--- src/rtl/i2s_tx.sv ---
// I2S master transmitter: derives sck/ws from clk, buffers samples in a FIFO
// and shifts 32-bit slots out MSB-first in I2S or left-justified framing.
module i2s_tx #(
    parameter int AW = 4,
    parameter int DW = 32
) (
    input  logic          clk,
    input  logic          rst,
    output logic          sck,
    output logic          ws,
    output logic          sdo,
    input  logic          en,
    input  logic          left_justified,
    input  logic [5:0]    sample_size,
    input  logic [7:0]    sck_prescaler,
    input  logic [1:0]    channels,
    input  logic          fifo_wr,
    input  logic [DW-1:0] fifo_wdata,
    input  logic          fifo_flush,
    input  logic [AW-1:0] fifo_level_threshold,
    output logic          fifo_full,
    output logic          fifo_empty,
    output logic [AW-1:0] fifo_level,
    output logic          fifo_level_below,
    output logic          underflow,
    input  logic          underflow_clr
);

    logic [DW-1:0] mem [2**AW];
    logic [AW-1:0] wptr_q, wptr_d, rptr_q, rptr_d;
    logic [AW:0]   count_q, count_d;

    logic          sck_q, sck_d, ws_q, ws_d, sdo_q, sdo_d;
    logic [7:0]    presc_q, presc_d;
    logic [4:0]    p_q, p_d;
    logic          chan_q, chan_d;
    logic [31:0]   slot_q, slot_d;
    logic          lj_q, lj_d;
    logic          underflow_q, underflow_d;

    logic          tick, fallEvt, slotStart, chanNext, chanSel;
    logic          popReq, popOk, underflowSet, wrOk, ljEff, sdoNext;
    logic [4:0]    pNext;
    logic [5:0]    ssEff;
    logic [4:0]    shamt;
    logic [31:0]   newSlot;

    assign fifo_empty       = (count_q == '0);
    assign fifo_full        = count_q[AW];
    assign fifo_level       = count_q[AW-1:0];
    assign fifo_level_below = (fifo_level < fifo_level_threshold);

    assign sck       = sck_q;
    assign ws        = ws_q;
    assign sdo       = sdo_q;
    assign underflow = underflow_q;

    // A slot starts on the falling-edge event that wraps p from 31 back to 0.
    always_comb begin
        tick         = en && (presc_q == 8'd0);
        fallEvt      = tick && sck_q;
        pNext        = p_q + 5'd1;
        slotStart    = fallEvt && (p_q == 5'd31);
        chanNext     = ~chan_q;
        chanSel      = chanNext ? channels[0] : channels[1];
        popReq       = slotStart && chanSel && !fifo_flush;
        popOk        = popReq && !fifo_empty;
        underflowSet = popReq && fifo_empty;
        wrOk         = fifo_wr && !fifo_flush && (!fifo_full || popOk);
        ssEff        = ((sample_size == 6'd0) || (sample_size > 6'd32)) ? 6'd32 : sample_size;
        shamt        = 5'(6'd32 - ssEff);
        newSlot      = popOk ? (mem[rptr_q] << shamt) : 32'd0;
        ljEff        = slotStart ? left_justified : lj_q;
        if (ljEff) begin
            sdoNext = slotStart ? newSlot[31] : slot_q[~pNext];
        end else begin
            sdoNext = slotStart ? slot_q[0] : slot_q[5'd0 - pNext];
        end
    end

    always_comb begin
        wptr_d      = wptr_q;
        rptr_d      = rptr_q;
        count_d     = count_q;
        underflow_d = underflow_q;
        if (fifo_flush) begin
            wptr_d  = '0;
            rptr_d  = '0;
            count_d = '0;
        end else begin
            if (wrOk)  wptr_d = wptr_q + 1'b1;
            if (popOk) rptr_d = rptr_q + 1'b1;
            case ({wrOk, popOk})
                2'b10:   count_d = count_q + 1'b1;
                2'b01:   count_d = count_q - 1'b1;
                default: count_d = count_q;
            endcase
        end
        if (underflowSet)       underflow_d = 1'b1;
        else if (underflow_clr) underflow_d = 1'b0;
    end

    // Disabled transmitter is forced back to the idle frame position.
    always_comb begin
        sck_d   = sck_q;
        ws_d    = ws_q;
        sdo_d   = sdo_q;
        presc_d = presc_q;
        p_d     = p_q;
        chan_d  = chan_q;
        slot_d  = slot_q;
        lj_d    = lj_q;
        if (!en) begin
            sck_d   = 1'b0;
            ws_d    = 1'b1;
            sdo_d   = 1'b0;
            presc_d = 8'd0;
            p_d     = 5'd31;
            chan_d  = 1'b1;
            slot_d  = 32'd0;
        end else begin
            presc_d = tick ? sck_prescaler : presc_q - 8'd1;
            if (tick) sck_d = ~sck_q;
            if (fallEvt) begin
                p_d   = pNext;
                sdo_d = sdoNext;
            end
            if (slotStart) begin
                chan_d = chanNext;
                ws_d   = chanNext;
                slot_d = newSlot;
                lj_d   = left_justified;
            end
        end
    end

    always_ff @(posedge clk or posedge rst) begin
        if (rst) begin
            sck_q       <= 1'b0;
            ws_q        <= 1'b1;
            sdo_q       <= 1'b0;
            presc_q     <= 8'd0;
            p_q         <= 5'd31;
            chan_q      <= 1'b1;
            slot_q      <= 32'd0;
            lj_q        <= 1'b0;
            underflow_q <= 1'b0;
            wptr_q      <= '0;
            rptr_q      <= '0;
            count_q     <= '0;
        end else begin
            sck_q       <= sck_d;
            ws_q        <= ws_d;
            sdo_q       <= sdo_d;
            presc_q     <= presc_d;
            p_q         <= p_d;
            chan_q      <= chan_d;
            slot_q      <= slot_d;
            lj_q        <= lj_d;
            underflow_q <= underflow_d;
            wptr_q      <= wptr_d;
            rptr_q      <= rptr_d;
            count_q     <= count_d;
        end
    end

    always_ff @(posedge clk) begin
        if (wrOk) mem[wptr_q] <= fifo_wdata;
    end

endmodule

--- config.mk ---
export PLATFORM = sky130hd
export DESIGN_NAME = i2s_tx
export DESIGN_NICKNAME = d
export VERILOG_FILES = /design/src/rtl/i2s_tx.sv
export SDC_FILE = /design/constraint.sdc
export NUM_CORES = 1
export LEC_CHECK = 0
export CAP_MARGIN = 15
export CORE_ASPECT_RATIO = 0.5
export CORE_MARGIN = 4
export CORE_UTILIZATION = 55
export CTS_BUF_LIST = sky130_fd_sc_hd__clkbuf_4 sky130_fd_sc_hd__clkbuf_8
export DETAILED_ROUTE_END_ITERATION = 12
export GPL_TIMING_DRIVEN = 0
export PLACE_DENSITY = 0.77
export SKIP_LAST_GASP = 1
export SYNTH_ARGS = -nofsm -noshare
export SYNTH_HDL_FRONTEND = slang
export SYNTH_SLANG_ARGS = --single-unit
--- constraint.sdc ---
create_clock -name clk -period 6.8 [get_ports clk]
set_input_delay 1.02 -clock clk [delete_from_list [all_inputs] [get_ports clk]]
set_output_delay 1.02 -clock clk [all_outputs]
set_load 0.05 [all_outputs]
Routed metal, one colour a layer:
Bar = 100 um.
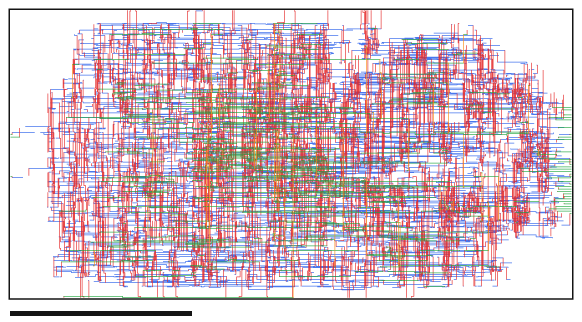
Orange marks M4, wire length 1390 um. Blue marks M1, wire length 26.1 mm. Red marks M2, wire length 29.2 mm. Green marks M3, wire length 7820 um.
vias post-DR: 14.6k
GRT Overall Usage: 26.4%
DRT Wirelength: 64500 um
DR WL/cell: 28.8 um

Port wiring:
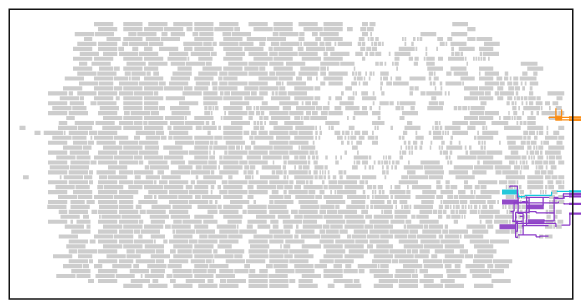
Orange marks `channels`, bits 2, direction input, end cells 1, buffers 2, wire 36.9 um. Purple marks `fifo_level`, bits 4, direction output, end cells 4, buffers 4, wire 285 um. Cyan marks `fifo_full`, bits 1, direction output, end cells 1, buffers 1, wire 30.4 um.
# IOs: 70
Port Buffers: 69

I/O pins on the die edge:
Pins as bars across the die edge, other pins in grey.
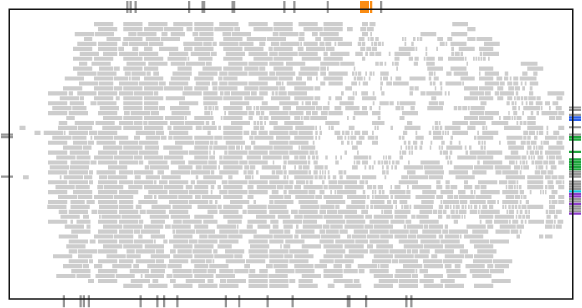
Green marks `sck_prescaler`, pins 8, direction input, edge right. Cyan marks `fifo_full`, pins 1, direction output, edge right. Blue marks `channels`, pins 2, direction input, edge right. Purple marks `fifo_level`, pins 4, direction output, edge right. Orange marks `sample_size`, pins 6, direction input, edge top.
Die Y: 159 um
die span in x: 310 um

Placement view:
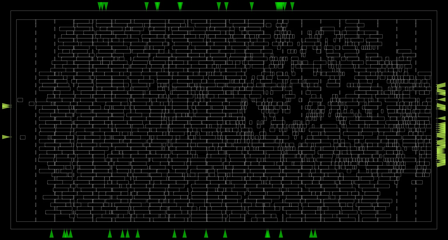
Fillers: 2944
Seq area share: 59.5%
total core area: 44300 sq um
fin util: 64.4%

==> impl_metrics.py <==
# Physical implementation metrics
metrics = {
    "global_route": {
        "grt_pass1_vias": 14600,
        "grt_max_degree": 36,
    },
    "finish": {
        "final_nets": 1668,
        "drive_gt1_share_pct": 23.5,
    },
    "detailed_routing": {
        "avgViaCountPerCell": 6.53,
        "firstDrtPassIters": 6,
    },
    "clocking": {
        "cts-root-buf": "clkbuf_8",
        "clock-sinks": 575,
    },
    "yosys": {
        "logic_family": "multiplexers",
        "synth.avg_cell_area_sq_um": 17.6,
        "floorplan.nets": 1492,
        "yosys-mux-area-fraction_pct": 18.7,
        "top_area_cell": "edfxtp_1",
        "yosysWarnings": 0,
        "synth_cell_types": 71,
        "ys_sh_simple_pct": 5.01,
    },
    "timing": {
        "post-route-period-util_pct": 83.4,
        "rsz0062_at_grt": "false",
    },
    "worst_setup_path": {
        "r2r_slack_ps": 1860,
        "crit_type": "in -> reg",
        "path_buffers": 6,
    },
    "pwr": {
        "p_switching_mw": 1.77,
        "p_leak_nw": 9.42,
    },
    "floorplan": {
        "initCoreUtil_pct": 56.5,
    },
    "job": {
        "max_cap_viol_count": 0,
    },
    "status": {
        "status": "complete, no violations",
    },
}
worst paths after layout:
kind,from,to,cells past startpoint
worst max-delay path,sample_size[5],sdo,15
worst min-delay path,slot_q[6],slot_q[6],2
worst max register to register,p_q[2],mem[0][25],10
worst min register to register,slot_q[6],slot_q[6],2
max in group asynchronous,rst,p_q[0],3
min in group asynchronous,rst,presc_q[3],2
registers in the layout, indices dropped and copies added (netlist names):
signal,count
wptr_q,4
lj_q,1
presc_q,8
underflow,1
count_q,5
sck,1
mem,512
chan_q,1
sdo,1
slot_q,32
p_q,5
rptr_q,4
kinds of logic after synthesis:
logic type / after synthesis
flops: 575
mux: 271
simple gates: 264
compound gates: 170
buf+inv: 98
xor+xnor: 25
fa+ha+maj: 15
cell type report:
cell class | count | area, sq um
Antenna cell | 1 | 2.50
Buffer | 82 | 509
Clock buffer | 103 | 1290
Clock inverter | 36 | 324
Fill cell | 2944 | 15700
Inverter | 16 | 60.1
Multi-Input combinational cell | 745 | 7530
Sequential cell | 575 | 17000
Tap cell | 588 | 736
Timing Repair Buffer | 96 | 1110
routing by layer:
layer	global-route usage, %	vias up	routed length (um)
met1	38.9	7452	26100
met4	6.63	0	1390
met3	7.56	116	7820
li1	-	6100	-
met2	39.4	965	29200
met5	0	-	0
power by group through the flow:
stage | Combinational, mW | Clock [mW] | Sequential, mW
after global placement | 0.634 | 0 | 4.01
after detailed placement | 0.665 | 0 | 4.01
after CTS | 0.670 | 2.76 | 3.94
after global routing | 0.729 | 2.93 | 3.94
final | 0.678 | 2.73 | 3.94
after floorplan | 0.415 | 0 | 4.02
metrics by stage:
step                      total power, mW  setup WS [ps]
after detailed placement             4.68            696
final                                7.35           1130
after global routing                 7.60            969
after global placement               4.64          -4100
after CTS                            7.37           1370
after floorplan                      4.44            729
Power figures rest on the tool's default switching activity, not on a simulated workload.
